$ cat src/rtl/entry_controller.sv
// entry_controller: debounces keypad digits into an M:SS entry register and sequences the timer load.
// Optional build macro ENTRY_SEC_CHECK_EN rejects starts whose seconds-tens digit exceeds 5.
module entry_controller #(
  parameter int unsigned DEBOUNCE_CYCLES = 4
) (
  input  logic        clk,
  input  logic        reset,
  input  logic [3:0]  bcd,
  input  logic        valid_data,
  input  logic        start,
  input  logic        clear,
  input  logic        timer_zero,
  output logic        enablen,
  output logic [11:0] digits,
  output logic [1:0]  digit_count,
  output logic        load,
  output logic        running,
  output logic        err
);

  typedef enum logic [1:0] {
    IDLE    = 2'd0,
    PRESSED = 2'd1,
    RUNNING = 2'd2
  } state_t;

  localparam logic [3:0] DEB_TARGET = 4'(DEBOUNCE_CYCLES);

  state_t      state, state_nxt;
  logic [3:0]  deb_cnt, deb_cnt_nxt;
  logic [11:0] digits_nxt;
  logic [1:0]  count_nxt;
  logic        start_q;
  logic        start_rise;
  logic        key_done;
  logic        sec_bad;
  logic        load_nxt;
  logic        start_bad;

  assign start_rise = start & ~start_q;
  assign key_done   = valid_data && ((deb_cnt + 4'd1) == DEB_TARGET);

`ifdef ENTRY_SEC_CHECK_EN
  assign sec_bad = digits[7:4] > 4'd5;
`else
  assign sec_bad = 1'b0;
`endif

  // Priority within one edge: clear, then timer_zero, then start, then key capture.
  always_comb begin
    // NOTE: every variable gets a default before any branch so no path leaves it unassigned (no latch).
    state_nxt   = state;
    deb_cnt_nxt = deb_cnt;
    digits_nxt  = digits;
    count_nxt   = digit_count;
    load_nxt    = 1'b0;
    start_bad   = 1'b0;

    if (clear) begin
      state_nxt   = IDLE;
      deb_cnt_nxt = 4'd0;
      digits_nxt  = 12'd0;
      count_nxt   = 2'd0;
    end else begin
      unique case (state)
        IDLE: begin
          if (start_rise && (digit_count != 2'd0)) begin
            // A start that wins over a completing debounce discards that key.
            deb_cnt_nxt = 4'd0;
            if (sec_bad) begin
              start_bad = 1'b1;
            end else begin
              state_nxt = RUNNING;
              load_nxt  = 1'b1;
            end
          end else if (!valid_data) begin
            deb_cnt_nxt = 4'd0;
          end else if (key_done) begin
            digits_nxt  = {digits[7:0], bcd};
            count_nxt   = (digit_count == 2'd3) ? 2'd3 : digit_count + 2'd1;
            deb_cnt_nxt = 4'd0;
            state_nxt   = PRESSED;
          end else begin
            deb_cnt_nxt = deb_cnt + 4'd1;
          end
        end
        PRESSED: begin
          // Held key is ignored until released, giving one digit per press.
          if (!valid_data) begin
            deb_cnt_nxt = 4'd0;
            state_nxt   = IDLE;
          end
        end
        RUNNING: begin
          if (timer_zero) begin
            state_nxt  = IDLE;
            digits_nxt = 12'd0;
            count_nxt  = 2'd0;
          end
        end
        default: state_nxt = IDLE;
      endcase
    end
  end

  always_ff @(posedge clk or posedge reset) begin
    // NOTE: sequential state uses non-blocking assignments so every register samples pre-edge values.
    if (reset) begin
      state       <= IDLE;
      deb_cnt     <= 4'd0;
      digits      <= 12'd0;
      digit_count <= 2'd0;
      start_q     <= 1'b0;
      load        <= 1'b0;
      running     <= 1'b0;
      enablen     <= 1'b0;
    end else begin
      state       <= state_nxt;
      deb_cnt     <= deb_cnt_nxt;
      digits      <= digits_nxt;
      digit_count <= count_nxt;
      start_q     <= start;
      load        <= load_nxt;
      running     <= (state_nxt == RUNNING);
      enablen     <= (state_nxt == RUNNING);
    end
  end

`ifdef ENTRY_SEC_CHECK_EN
  always_ff @(posedge clk or posedge reset) begin
    if (reset) err <= 1'b0;
    else       err <= start_bad;
  end
`else
  assign err = 1'b0;
`endif

`ifndef SYNTHESIS
  // The encoder enable and the running flag are the same registered condition.
  a_enablen_running: assert property (@(posedge clk) disable iff (reset) enablen == running);
  a_load_one_cycle:  assert property (@(posedge clk) disable iff (reset) load |=> !load);
  a_load_not_err:    assert property (@(posedge clk) disable iff (reset) !(load && err));
`endif

endmodule

$ cat config.mk
export PLATFORM = sky130hd
export DESIGN_NAME = entry_controller
export DESIGN_NICKNAME = d
export VERILOG_FILES = /design/src/rtl/entry_controller.sv
export SDC_FILE = /design/constraint.sdc
export NUM_CORES = 1
export LEC_CHECK = 0
export CELL_PAD_IN_SITES_DETAIL_PLACEMENT = 0
export CELL_PAD_IN_SITES_GLOBAL_PLACEMENT = 1
export CORE_MARGIN = 5
export CORE_UTILIZATION = 34
export CTS_BUF_LIST = sky130_fd_sc_hd__clkbuf_4
export CTS_CLUSTER_DIAMETER = 30
export CTS_CLUSTER_SIZE = 28
export DETAILED_ROUTE_END_ITERATION = 7
export PLACE_DENSITY = 0.87
export SYNTH_ARGS = -nofsm -noshare
export SYNTH_HDL_FRONTEND = slang
export SYNTH_SLANG_ARGS = --single-unit
$ cat constraint.sdc
create_clock -name clk -period 1.71 [get_ports clk]
set_input_delay 0.342 -clock clk [delete_from_list [all_inputs] [get_ports clk]]
set_output_delay 0.342 -clock clk [all_outputs]
set_load 0.005 [all_outputs]
run_1/placement.png
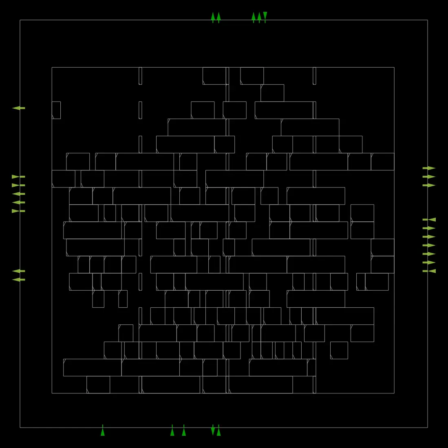
Seq/total area: 39.38%
Seq cells: 23
Rows: 19
fin util: 52.10%
tally of non-filler cells in the final layout: 157

run_1/placement_by_type.png
Scale: 8 px per um.
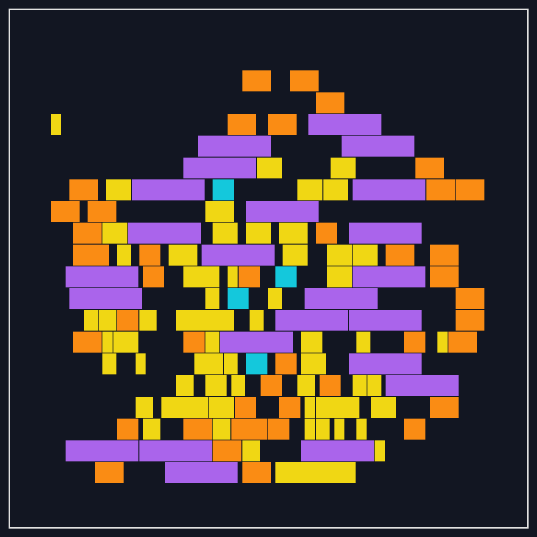
clock drivers and dummy loads -> cyan  # cells 4
combinational and other logic -> yellow  # cells 58
sequential cells -> purple  # cells 23
remaining buffers and delay cells -> orange  # cells 41
cell area after layout: 1461 sq um
Core ar.: 2805 sq um

run_1/sizes.png
Scale: 6 px per um.
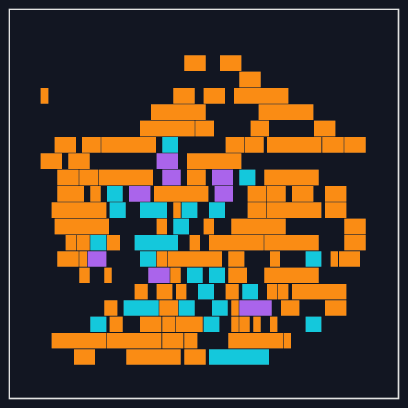
_3 and _4 cells -> cyan  # cells 23, share 18%
_2 cells -> purple  # cells 8, share 6.3%
_0 and _1 cells -> orange  # cells 95, share 75%
area grow syn2layout: 44.02%
Repair and plain buffers: 41
setup ws final: 0.09978 ns

==> impl_metrics.csv, run 1 <==
group,metric,value,unit
status,status,"finished clean",
clocking,clk_pin_slew,0.12,ns
detailed_routing,wirelength,2355,um
global_route,grt_pass1_wl,3753,um
clocking,cts_buffers,3,
sta,timing.hold.ws,0.3723,ns
place,place_area,1366,sq um
pwr,pg_clk,259,uW
setup_path,cp_top_family,"buffers and inverters",
logic_synthesis,synth_area_leader_cell,"dfrtp_1",
sta,finalCritPeriodShare,94.17,%
global_route,antenna_found_initial,0,
logic_synthesis,syn_inst,85,
place,dpl_worst_slack,-0.2999,ns
sta,slew_viol_final,0,
detailed_routing,viasPerCell,5.255,
logic_synthesis,synth_flops,23,
pwr,swShare,22.17,%
clocking,ctsResizeCount,1,
pwr,p_seq_share,61.1,%
global_route,grt_pass1_vias,821,
sta,max_freq,621.0,MHz
run,maxCapViolations,0,
min_path,hp-class,"in2async",
setup_path,path_buffers,3,
setup_path,slowest_stage,"clkdlybuf4s50_1",
pwr,pwr-share-comb,10.2,%
die,fp_util,36.17,%
logic_synthesis,avgSynthCellArea,11.94,sq um
finish,num_antenna_cells,0,
sta,finalHoldViolCount,0,
logic_synthesis,ys_types,34,
pwr,total_power,902.4,uW
sta,setup_violations,0,
clocking,hold_buffers,0,
pwr,pg_seq,551,uW
place,dp_cells,149,
logic_synthesis,synth_chip_area,1015,sq um
pwr,p_sw,200.0,uW
logic_synthesis,top_cell_area_share,56.72,%
global_route,track_usage,11.36,%
clocking,cts_tree,"done",
## run 1: layout make-up
cell class / instances / area (sq um) / share of cell area, %
clock buffers: 4 / 30.03 / 2.055
flip-flops and latches: 23 / 575.6 / 39.38
well taps: 31 / 38.79 / 2.654
multi-input cells: 55 / 427.9 / 29.28
inverters: 3 / 11.26 / 0.7705
repair buffers: 41 / 377.9 / 25.86
## run 1: metal layers
layer	vias up	GRT usage, %	wire, um
li1	393	-	-
met1	410	14.52	1098
met2	22	18.94	1140
met3	0	3.109	115
met4	0	3.166	0
met5	-	0	0
## run 1: state kept, by name, summed over array words and instances, names as in the netlist
register and flops:
deb_cnt 4, running 1, load 1, start_q 1, digits 12, digit_count 2, state 2
## run 1: path summary, 6_finish.rpt
check                           startpoint        endpoint  slack [ns]  cells past startpoint
max in group asynchronous            reset  digit_count[0]        1.11                      3
worst max-delay path                 start  digit_count[0]         0.1                      7
worst max register to register  deb_cnt[1]       digits[7]        0.12                      6
worst min-delay path                 reset      deb_cnt[3]        0.37                      3
worst min register to register  digits[11]      digits[11]        0.52                      1
min in group clk                digits[11]      digits[11]        0.52                      1
## run 1: logic make-up after synthesis
group	synth area share, %
buf+inv	5.548
xor+xnor	0.8633
fa+ha+maj	1.233
simple gates	11.47
other cells	0.3696
compound gates	23.80
flops	56.72
## run 1: cells in the mapped netlist (2+ instances only)
cell type and instances:
dfrtp_1 23, nand2b_1 2, clkbuf_1 2, o21ai_0 3, buf_4 2, nor3_1 4, buf_6 2, a22o_1 10
nand2_1 4, a22o_2 2, a21oi_1 5, nor2_1 2, inv_1 3
## run 1: tightest hold or removal path: cells and delay by family
family,cells,cell delay (ns)
buffers and inverters,3,0.73
run_1/layer_met3.png
Scale: 4 px per um.
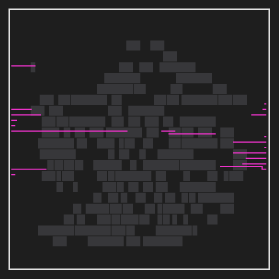

==> run 2: changes to the inputs <==
--- a/config.mk
+++ b/config.mk
@@ -8,12 +8,12 @@
 export CELL_PAD_IN_SITES_DETAIL_PLACEMENT = 0
 export CELL_PAD_IN_SITES_GLOBAL_PLACEMENT = 1
 export CORE_MARGIN = 5
-export CORE_UTILIZATION = 34
+export CORE_UTILIZATION = 41
 export CTS_BUF_LIST = sky130_fd_sc_hd__clkbuf_4
 export CTS_CLUSTER_DIAMETER = 30
 export CTS_CLUSTER_SIZE = 28
 export DETAILED_ROUTE_END_ITERATION = 7
-export PLACE_DENSITY = 0.87
+export PLACE_DENSITY = 0.95
 export SYNTH_ARGS = -nofsm -noshare
 export SYNTH_HDL_FRONTEND = slang
 export SYNTH_SLANG_ARGS = --single-unit
==> constraint.sdc (replaced) <==
create_clock -name clk -period 1.9 [get_ports clk]
set_input_delay 0.38 -clock clk [delete_from_list [all_inputs] [get_ports clk]]
set_output_delay 0.38 -clock clk [all_outputs]
set_load 0.005 [all_outputs]
run_2/layer_met3.png
Scale: 4 px per um.
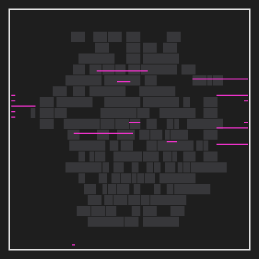
main direction = horizontal
longest straight run = 14.5 um
met3 Usage GRT: 2.808%
DR vias: 777

run_2/placement.png
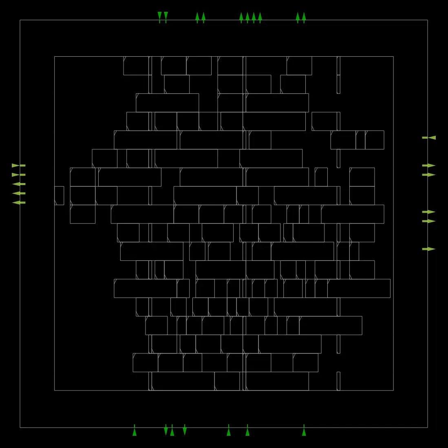
fillers: 220
n_taps: 30
fin util: 55.40%
Seq/total area: 42.71%

==> impl_metrics.csv, run 2 <==
group,metric,value,unit
run,maxCapViolations,0,
global_route,antenna_found_initial,0,
sta,setup_violations,0,
min_path,hp-class,"in2async",
finish,largest_reg_flops,12,
sta,finalCritPeriodShare,91.30,%
sta,finalHoldViolCount,0,
logic_synthesis,avgSynthCellArea,11.94,sq um
sta,slew_viol_final,0,
finish,num_antenna_cells,0,
setup_path,cp_top_family,"AND-OR/OR-AND gates",
setup_path,r2r_slack,0.17,ns
logic_synthesis,synth.top_cells.by_count,"dfrtp_1 (23), a22o_1 (10), a21oi_1 (5), nand2_1 (4), nor3_1 (4)",
status,status,"finished clean",
clocking,cts_buffers,3,
global_route,grt_pass1_vias,791,
die,rows,18,
logic_synthesis,top_cell_area_share,56.72,%
clocking,cts_tree,"done",
detailed_routing,wirelength,2041,um
setup_path,slowest_stage,"dfrtp_1",
global_route,grt_pass1_wl,3567,um
place,place_area,1320,sq um
logic_synthesis,top_cell,"dfrtp_1",
detailed_routing,viasPerCell,5.322,
sta,max_freq,576.5,MHz
clocking,ctsResizeCount,0,
setup_path,reg2regPathDepth,5,
[run 2: cell counts after synthesis]
Identical to the previous run, type by type.
[run 2: final timing paths]
path / start / end
hold / removal: reset / deb_cnt[3]
setup / recovery: deb_cnt[0] / digits[7]
hold reg to reg: digits[9] / digits[9]
min in group clk: digits[9] / digits[9]
max in group asynchronous: reset / digits[0]
setup reg to reg: deb_cnt[0] / digits[7]
[run 2: cells by family after synthesis]
kind of cell    share of synthesized area [%]
flops                                   56.72
fa+ha+maj                               1.233
simple gates                            11.47
xor+xnor                               0.8633
other cells                            0.3696
buf+inv                                 5.548
compound gates                          23.80
[run 2: tightest hold or removal path: stages]
cell             delay [ns]
clkdlybuf4s50_1        0.39
inv_1                  0.05
buf_4                  0.28
[run 2: power by group]
part           internal, uW  switching (uW)
clock network          78.4             141
registers               493            3.41
logic                  33.7            32.8
[run 2: metal layers]
metal  vias up  wire length [um]  track usage (%)
li1        372                 -                -
met1       380               931            17.49
met2        21               990            20.68
met3         4                81            2.808
met4         0                38            5.696
met5         -                 0                0
[run 2: final cells by class]
| cell class | count | area [sq um] |
|---|---|---|
| Sequential cell | 23 | 575.6 |
| Multi-Input combinational cell | 53 | 382.9 |
| Clock buffer | 3 | 22.52 |
| Timing Repair Buffer | 33 | 312.8 |
| Tap cell | 30 | 37.54 |
| Inverter | 3 | 11.26 |
| Fill cell | 220 | 1085 |
| Clock inverter | 1 | 5.005 |
[run 2: metrics by stage]
| stage | total power (uW) | setup WS [ns] | std cells |
|---|---|---|---|
| after global placement | 571.2 | -0.05809 | 142 |
| after floorplan | 541.0 | 0.2391 | 85 |
| after global routing | 823.4 | 0.04267 | 146 |
| final | 783.0 | 0.1653 | 146 |
| after CTS | 791.8 | 0.1500 | 146 |
| after detailed placement | 573.3 | -0.1068 | 142 |
run_2/placement_by_type.png
Scale: 8 px per um.
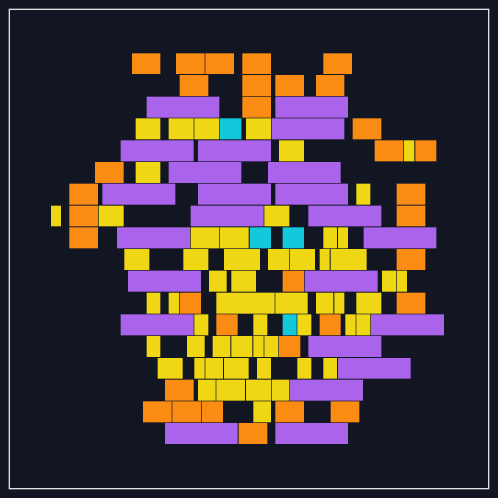

==> run 3: changes to the inputs <==
--- a/config.mk
+++ b/config.mk
@@ -7,7 +7,6 @@
 export LEC_CHECK = 0
 export CELL_PAD_IN_SITES_DETAIL_PLACEMENT = 0
 export CELL_PAD_IN_SITES_GLOBAL_PLACEMENT = 1
-export CORE_MARGIN = 5
 export CORE_UTILIZATION = 41
 export CTS_BUF_LIST = sky130_fd_sc_hd__clkbuf_4
 export CTS_CLUSTER_DIAMETER = 30
run_3/placement_by_type.png
Scale: 10 px per um.
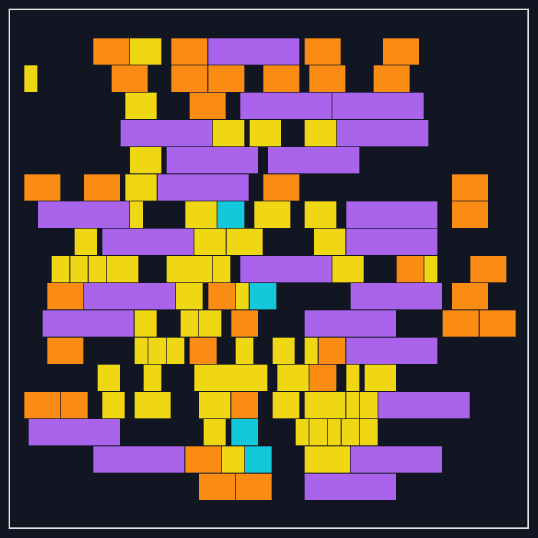
remaining buffers and delay cells -> orange  # cells 34
clock drivers and dummy loads -> cyan  # cells 4
combinational and other logic -> yellow  # cells 56
sequential cells -> purple  # cells 23
Seq/total area: 42.47%
cell area after layout: 1355 sq um
Rows: 17
Core ar.: 2276 sq um
fin util: 59.54%

==> impl_metrics.csv, run 3 <==
group,metric,value,unit
status,status,"finished clean",
clocking,cts_buffers,3,
setup_path,r2r_slack,0.16,ns
finish,regMostFlops,"digits",
clocking,cts_tree,"done",
finish,largest_reg_flops,12,
detailed_routing,wl_met3,68,um
global_route,antenna_found_initial,0,
logic_synthesis,ys_sh_adder,1.233,%
detailed_routing,num_vias,793,
finish,syn2layout_area_growth,33.54,%
pwr,total_power,802.2,uW
finish,layout.cells.non_filler,145,
logic_synthesis,simple_gate_area_share,11.47,%
finish,final.fill_count,185,
finish,num_antenna_cells,0,
logic_synthesis,top_cell,"dfrtp_1",
sta,timing.hold.ws,0.4072,ns
logic_synthesis,syn_inst,85,
logic_synthesis,top_logic_kind,"AND-OR/OR-AND gates",
logic_synthesis,ys_types,34,
global_route,track_usage,18.03,%
sta,finalHoldViolCount,0,
logic_synthesis,synth_flops,23,
run_3/sizes.png
Scale: 8 px per um.
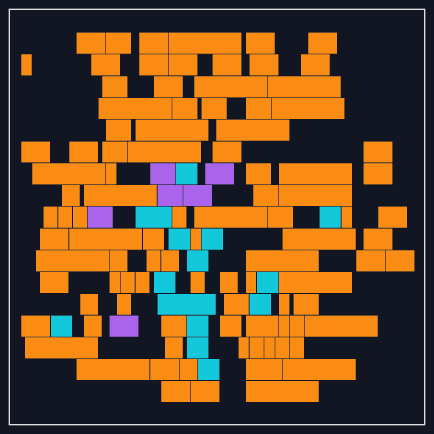
_3 and _4 cells -> cyan  # cells 14, share 12%
_0 and _1 cells -> orange  # cells 97, share 83%
_2 cells -> purple  # cells 6, share 5.1%
setup ws final: 0.1626 ns
Repair and plain buffers: 34

## run 3: cell counts after synthesis
Identical to the previous run, type by type.
## run 3: cell type report
cell class,count,area [sq um],area share [%]
tap,28,35.03,2.585
clock buffer,4,30.03,2.216
inverter,3,11.26,0.8310
sequential,23,575.6,42.47
timing repair buffer,34,320.3,23.64
multi-input combinational,53,382.9,28.25
## run 3: per-layer routing
layer | vias up | track usage [%]
met2 | 27 | 29.65
met1 | 390 | 23.66
met3 | 4 | 2.924
met4 | 0 | 7.207
li1 | 372 | -
met5 | - | 0
## run 3: critical path, stage by stage, from the launching register on
cell,delay (ns)
dfrtp_1,0.41
ha_1,0.21
nand4bb_1,0.19
a211oi_4,0.32
o21ai_2,0.21
a22o_2,0.29
## run 3: final timing paths
kind | endpoint | startpoint | cells past startpoint
min reg2reg | digits[10] | digits[10] | 1
min in group clk | digits[10] | digits[10] | 1
min | load | reset | 3
max reg2reg | digits[6] | deb_cnt[0] | 5
max in group asynchronous | digit_count[0] | reset | 3
max | digits[6] | deb_cnt[0] | 5
## run 3: cell families (layout without fill, tap and decap cells)
kind of cell             after synthesis  in the layout
AND-OR/OR-AND                         30             30
XOR/XNOR                               1              1
adder cells (fa/ha/maj)                1              1
buffers and inverters                  9             41
flip-flops                            23             23
other                                  1              1
AND/OR/NAND/NOR                       20             20
## run 3: power groups by stage
stage               sequential [uW]  combinational [uW]  clock, uW
floorplan                       505                35.9          0
global placement                506                66.7          0
detailed placement              506                68.5          0
CTS                             497                68.6        245
global route                    498                76.1        262
finish                          497                67.9        238

==> screenshots <==
Sequential cells grouped by signal name.
(a)
Scale: 6 px per um. Other sequential cells in the stronger gray, the rest of the logic in the fainter gray.
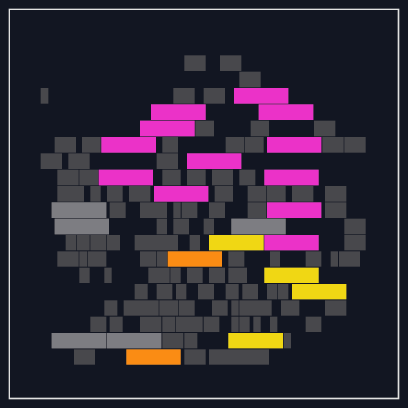
(b)
Scale: 8 px per um. Other sequential cells in the stronger gray, the rest of the logic in the fainter gray.
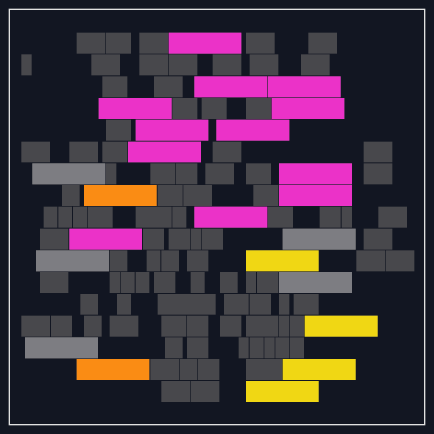
(c)
Scale: 6 px per um. Other sequential cells in the stronger gray, the rest of the logic in the fainter gray.
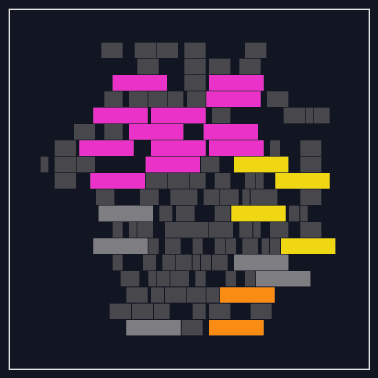
Run 2 is (c).
Run 3 is (b).
Run 1 is (a).
- largest die: (a)
- smallest die: (b)

Key to (c):
`digits` -> magenta  # flops 12
`deb_cnt` -> yellow  # flops 4, where east
`state` -> orange  # flops 2
not colored = 5

No activity file was given, so power comes from the tool's default toggle rates.
